<file path="config.mk">
export PLATFORM = sky130hd
export DESIGN_NAME = mips_muldiv32
export DESIGN_NICKNAME = d
export VERILOG_FILES = /design/src/rtl/mips_muldiv32.sv
export SDC_FILE = /design/constraint.sdc
export NUM_CORES = 1
export LEC_CHECK = 0
export CORE_UTILIZATION = 40
export CTS_CLUSTER_SIZE = 8
export DETAILED_ROUTE_END_ITERATION = 10
export GPL_TIMING_DRIVEN = 0
export PLACE_DENSITY = 0.67
export SYNTH_ARGS = -nofsm -noshare
export SYNTH_HDL_FRONTEND = slang
export SYNTH_SLANG_ARGS = --single-unit
</file>
<file path="constraint.sdc">
create_clock -name clk -period 7.3 [get_ports clk]
set_input_delay 1.095 -clock clk [delete_from_list [all_inputs] [get_ports clk]]
set_output_delay 1.095 -clock clk [all_outputs]
set_load 0.005 [all_outputs]
</file>
<file path="src/rtl/mips_muldiv32.sv">
// Iterative MIPS HI/LO unit: 32-cycle shift-add multiply and restoring divide,
// with sign fix-up in a final FIX cycle and direct MTHI/MTLO writes.
module mips_muldiv32 #(
    parameter logic [2:0] OP_MULT  = 3'b001,
    parameter logic [2:0] OP_MULTU = 3'b010,
    parameter logic [2:0] OP_DIV   = 3'b011,
    parameter logic [2:0] OP_DIVU  = 3'b100,
    parameter logic [2:0] OP_MTHI  = 3'b101,
    parameter logic [2:0] OP_MTLO  = 3'b110
) (
    input  logic        clk,
    input  logic        rst,
    input  logic        start,
    input  logic [2:0]  op,
    input  logic [31:0] A,
    input  logic [31:0] B,
    output logic        busy,
    output logic        done,
    output logic [31:0] HI,
    output logic [31:0] LO,
    output logic        DivZero
);

    typedef enum logic [1:0] {IDLE, MUL, DIV, FIX} state_t;

    state_t      state_q, state_d;
    logic [4:0]  cnt_q, cnt_d;
    logic [63:0] acc_q, acc_d;
    logic [31:0] opb_q, opb_d;
    logic        neg_lo_q, neg_lo_d;
    logic        neg_rem_q, neg_rem_d;
    logic        is_div_q, is_div_d;
    logic        dz_op_q, dz_op_d;
    logic        done_q, done_d;
    logic        divzero_q, divzero_d;
    logic [31:0] hi_q, hi_d;
    logic [31:0] lo_q, lo_d;

    logic        signed_op;
    logic [31:0] mag_a, mag_b;
    logic [32:0] sum33;
    logic [32:0] shifted;
    logic [32:0] trial;
    logic [63:0] neg_acc;

    // acc holds {partial product, multiplier} for MUL and {remainder, quotient} for DIV
    always_comb begin
        state_d   = state_q;
        cnt_d     = cnt_q;
        acc_d     = acc_q;
        opb_d     = opb_q;
        neg_lo_d  = neg_lo_q;
        neg_rem_d = neg_rem_q;
        is_div_d  = is_div_q;
        dz_op_d   = dz_op_q;
        done_d    = 1'b0;
        divzero_d = divzero_q;
        hi_d      = hi_q;
        lo_d      = lo_q;

        signed_op = (op == OP_MULT) || (op == OP_DIV);
        mag_a     = (signed_op && A[31]) ? -A : A;
        mag_b     = (signed_op && B[31]) ? -B : B;
        sum33     = {1'b0, acc_q[63:32]} + (acc_q[0] ? {1'b0, opb_q} : 33'd0);
        shifted   = {acc_q[63:32], acc_q[31]};
        trial     = shifted - {1'b0, opb_q};
        neg_acc   = -acc_q;

        case (state_q)
            IDLE: begin
                if (start) begin
                    case (op)
                        OP_MULT, OP_MULTU: begin
                            acc_d     = {32'd0, mag_a};
                            opb_d     = mag_b;
                            neg_lo_d  = signed_op && (A[31] ^ B[31]);
                            neg_rem_d = 1'b0;
                            is_div_d  = 1'b0;
                            dz_op_d   = 1'b0;
                            cnt_d     = 5'd0;
                            state_d   = MUL;
                        end
                        OP_DIV, OP_DIVU: begin
                            acc_d     = {32'd0, mag_a};
                            opb_d     = mag_b;
                            neg_lo_d  = signed_op && (A[31] ^ B[31]);
                            neg_rem_d = signed_op && A[31];
                            is_div_d  = 1'b1;
                            dz_op_d   = (B == 32'd0);
                            cnt_d     = 5'd0;
                            state_d   = (B == 32'd0) ? FIX : DIV;
                        end
                        OP_MTHI: hi_d = A;
                        OP_MTLO: lo_d = A;
                        default: ;
                    endcase
                end
            end
            MUL: begin
                acc_d = {sum33, acc_q[31:1]};
                cnt_d = cnt_q + 5'd1;
                if (cnt_q == 5'd31) state_d = FIX;
            end
            DIV: begin
                if (!trial[32]) acc_d = {trial[31:0], acc_q[30:0], 1'b1};
                else            acc_d = {shifted[31:0], acc_q[30:0], 1'b0};
                cnt_d = cnt_q + 5'd1;
                if (cnt_q == 5'd31) state_d = FIX;
            end
            FIX: begin
                state_d = IDLE;
                done_d  = 1'b1;
                if (is_div_q) begin
                    divzero_d = dz_op_q;
                    if (!dz_op_q) begin
                        lo_d = neg_lo_q  ? neg_acc[31:0] : acc_q[31:0];
                        hi_d = neg_rem_q ? -acc_q[63:32] : acc_q[63:32];
                    end
                end else begin
                    {hi_d, lo_d} = neg_lo_q ? neg_acc : acc_q;
                end
            end
        endcase
    end

    always_ff @(posedge clk) begin
        if (rst) begin
            state_q   <= IDLE;
            cnt_q     <= 5'd0;
            acc_q     <= 64'd0;
            opb_q     <= 32'd0;
            neg_lo_q  <= 1'b0;
            neg_rem_q <= 1'b0;
            is_div_q  <= 1'b0;
            dz_op_q   <= 1'b0;
            done_q    <= 1'b0;
            divzero_q <= 1'b0;
            hi_q      <= 32'd0;
            lo_q      <= 32'd0;
        end else begin
            state_q   <= state_d;
            cnt_q     <= cnt_d;
            acc_q     <= acc_d;
            opb_q     <= opb_d;
            neg_lo_q  <= neg_lo_d;
            neg_rem_q <= neg_rem_d;
            is_div_q  <= is_div_d;
            dz_op_q   <= dz_op_d;
            done_q    <= done_d;
            divzero_q <= divzero_d;
            hi_q      <= hi_d;
            lo_q      <= lo_d;
        end
    end

    assign busy    = (state_q != IDLE);
    assign done    = done_q;
    assign HI      = hi_q;
    assign LO      = lo_q;
    assign DivZero = divzero_q;

endmodule

</file>
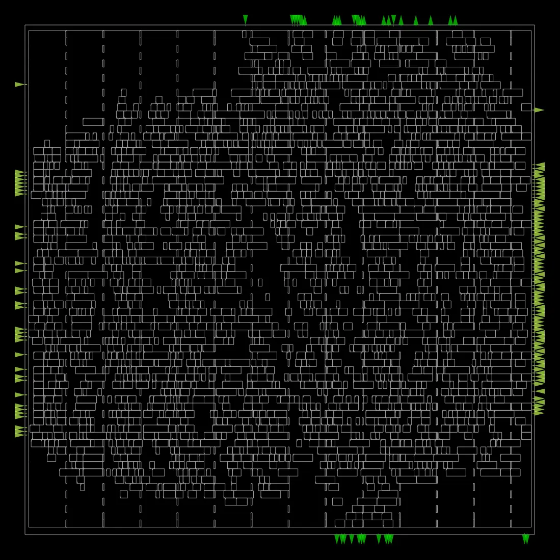
(placed standard cells)
TAP cells: 455
non-filler cells, final: 2513
Seq/total area: 0.209

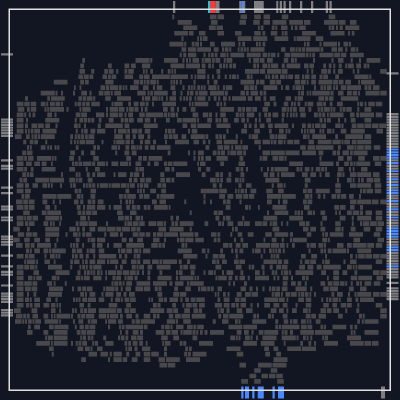
(pin placement)
(2 px per um) Pins as bars across the die edge, other pins in grey.
legend:
  HI:
    colour: blue
    pins: 32
    direction: output
    edge: 20 right, 11 bottom, 1 top
  start:
    colour: cyan
    pins: 1
    direction: input
    edge: top
  op:
    colour: red
    pins: 3
    direction: input
    edge: top
all pins by edge: 68 right, 33 left, 23 top, 13 bottom

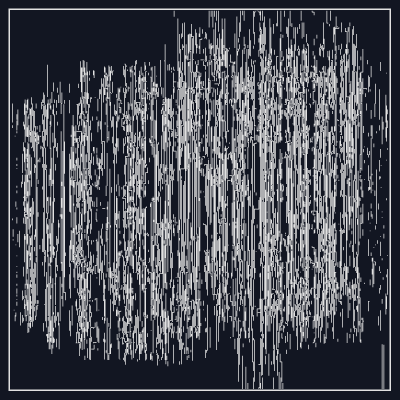
(metal 2)
(2 px per um)
share of all routed wire: 47%
wire length on this layer: 26.2 mm
longest straight run: 94.2 um
nets with wire on the layer: 1772

==> flow_metrics.py <==
# Synthesis and PnR figures
metrics = {
    "critical_path": {
        "critPathLaunchType": "flop",
        "cpLargestDelayFamily": "AND-OR/OR-AND gates",
        "path_max_fanout": 10,
        "critical_path_class": "reg2reg",
        "max_stage_delay_ns": 0.69,
        "slowest_stage": "o21ai_1",
        "critPathArrivalTime_ns": 5.03,
        "crit_required_ns": 7.72,
        "end_kind": "flop",
        "cp_cell_sequence": "inv_1, buf_1, ha_1, and2_1, nand4_1, o21ai_1, nand2_1, o31ai_1, xor2_1, a2111oi_0, a21o_1",
        "crit_buf_inv": 2,
    },
    "global_routing": {
        "met1_usage": 0.370,
        "antenna_found_initial": 0,
        "overflow": 0,
        "grt_max_degree": 18,
        "grt_pass1_vias": 14600,
        "grt_pass1_wl_um": 84100,
        "met2_usage": 0.520,
        "grt_use_total": 0.306,
        "grt-busiest-layer": "met2",
        "use_met3": 0.0457,
    },
    "yosys": {
        "xor_share": 0.102,
        "syn_nets": 2038,
        "area_leaders": "dfxtp_1 25%, ha_1 6.7%, a21oi_1 6.2%, nor2_1 6.1%, xor2_1 5.9%",
        "synthArstFlopShare": 0,
        "ys_sh_adder": 0.0694,
        "top_cell": "nor2_1",
        "top_area_cell": "dfxtp_1",
        "synth_top_area_share": 0.246,
        "dominantRegCellSynth": "dfxtp_1",
        "synth-edff-count": 0,
        "netlist_instances": 1891,
        "ys_cells": 1891,
        "syn_area_mm2": 0.0141,
        "common_cells": "231 x nor2_1, 174 x a21oi_1, 173 x dfxtp_1, 163 x nand2_1, 104 x clkbuf_1",
        "logic_family": "AND-OR/OR-AND gates",
        "yosys-stat-area_mm2": 0.0141,
        "simple_gate_share": 0.202,
        "ys_sh_mux": 0.0239,
        "aoi_share": 0.303,
        "yosysSeqAreaShare": 0.246,
        "ys_ff": 173,
        "synth_warnings": 0,
        "yosysUniqueCellTypes": 74,
        "synth_area_per_cell_um2": 7.46,
    },
    "finish": {
        "nNetsFinal": 2192,
        "layout_top_cell": "nor2_1",
        "area_growth_pct": 17.5,
        "postLayoutCoreUtil": 0.479,
        "fin_area_mm2": 0.0166,
        "layout_top_cells": "231 x nor2_1, 174 x a21oi_1, 173 x dfxtp_1, 163 x nand2_1, 135 x clkdlybuf4s50_1",
        "layout-drive-gt1-share": 0.0389,
    },
    "run_status": {
        "status": "complete, no violations",
    },
    "cts": {
        "cts.sinks": 173,
        "clk_latency_ns": 0.48,
        "cts_resized": 0,
        "cts_buffers": 17,
        "cts_buffer_depth": 2,
        "tritoncts": "done",
        "cts_root_buf": "clkbuf_16",
        "ctsHoldBuffers": 0,
        "clk_pin_slew_ns": 0.07,
        "htreeDepth": 4,
        "cts_setup_buffers": 0,
    },
    "sta": {
        "relSlewSlack": 0.144,
        "period_used_share": 0.632,
        "slew_viol_final": 0,
        "setup_tns_ns": 0,
        "max_freq_ghz": 0.217,
        "tightest_slew_ns": 1.28,
        "hold_viol": 0,
        "fin_crit_ns": 4.61,
        "hold_ws_ns": 0.454,
        "setup_viol": 0,
        "fin_ws_ns": 2.69,
        "rsz0062_at_grt": "no",
        "fin_worst_skew_ns": 0.0159,
    },
    "power": {
        "p_int_mw": 2.50,
        "p_clk_frac": 0.182,
        "power_mw": 4.99,
        "combPwrFrac": 0.546,
        "power_density_mw_per_mm2": 301,
        "netSwitchingPower_mw": 2.49,
        "vdd_drop_max_v": 0.000217,
        "pwr-share-seq": 0.272,
        "power.share.switching": 0.499,
        "leakagePower_nw": 6.38,
    },
    "floorplanning": {
        "dieHeight_um": 190,
        "chip_area_mm2": 0.0360,
        "core_mm2": 0.0346,
        "ioPinCount": 137,
        "rows": 68,
        "die_w_um": 190,
        "fp_util": 0.407,
    },
    "placed_design": {
        "dpl.cell_count": 2481,
        "place_congestion": 1.04,
        "placed_area_mm2": 0.0160,
        "place_hpwl_um": 43800,
        "pre_cts_ws_ns": 2.71,
        "portBuffers": 135,
    },
    "routing": {
        "drc": 0,
        "via_per_inst": 6.14,
        "via_count": 15419,
        "routed_wl_um": 55600,
        "wire_per_inst_um": 22.1,
        "first_pass_iters": 6,
        "drtIter0Drc": 1519,
        "detail-route-antenna-nets": 0,
    },
    "job": {
        "tool_warnings": 30,
        "cap_violations": 0,
    },
    "worst_hold_path": {
        "min_path_type": "reg2reg",
    },
}
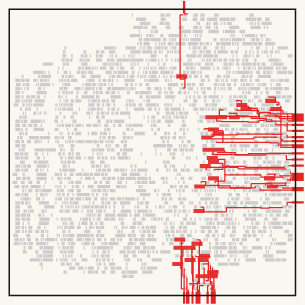
(I/O nets highlighted)
(1.5 px per um)
legend:
  HI:
    colour: red
    bits: 32
    direction: output
    edge: 20 right, 11 bottom, 1 top
    end_cells: 32
    buffers: 32
    wire: 1440 um

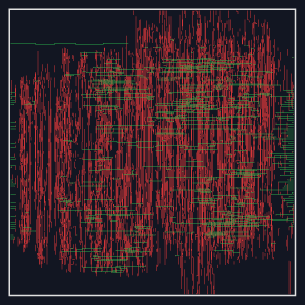
(routed metal, one colour a layer)
(1.5 px per um) Only two layers are drawn.
legend:
  metal 3:
    colour: green
    wire_length: 4440 um
  metal 2:
    colour: red
    wire_length: 26.2 mm

## layer usage
layer	routed length (um)	share of wire
met5	0	0
met4	2810	0.050
met3	4440	0.080
met2	26200	0.47
met1	22200	0.40
## worst paths after layout
path | start | to | slack, ns | cells after the start
worst min register to register | HI[16]$_SDFFE_PP0P_ | HI[16]$_SDFFE_PP0P_ | 0.45 | 1
worst max register to register | acc_q[0]$_SDFFE_PP0P_ | HI[20]$_SDFFE_PP0P_ | 2.69 | 11
worst max-delay path | acc_q[0]$_SDFFE_PP0P_ | HI[20]$_SDFFE_PP0P_ | 2.69 | 11
worst min-delay path | HI[16]$_SDFFE_PP0P_ | HI[16]$_SDFFE_PP0P_ | 0.45 | 1
## cell type report
cell class / count / area (um2)
Fill cell: 3528 / 18100
Sequential cell: 173 / 3460
Antenna cell: 1 / 2.50
Clock buffer: 17 / 425
Timing Repair Buffer: 135 / 1350
Clock inverter: 14 / 125
Multi-Input combinational cell: 1529 / 9890
Buffer: 130 / 526
Tap cell: 455 / 569
Inverter: 59 / 221
## worst register-to-register path, stage by stage (launching register included)
cell and delay [ns]:
dfxtp_1 0.45, inv_1 0.45, buf_1 0.62, ha_1 0.37, and2_1 0.25, nand4_1 0.50
o21ai_1 0.69, nand2_1 0.15, o31ai_1 0.27, xor2_1 0.19, a2111oi_0 0.49, a21o_1 0.12
## state kept, by name (all words and copies together), names as in the netlist
name	count
acc_q	64
neg_rem_q	1
cnt_q	5
DivZero	1
is_div_q	1
neg_lo_q	1
state_q	2
dz_op_q	1
done	1
HI	32
opb_q	32
LO	32
## power groups by stage
stage               Clock, mW  Combinational, mW  Sequential, mW
global placement            0               2.60            1.36
detailed placement          0               2.64            1.37
floorplan                   0               1.66            1.31
global route            0.954               2.90            1.37
CTS                     0.908               2.65            1.35
finish                  0.909               2.72            1.36
No activity file was given, so power comes from the tool's default toggle rates.
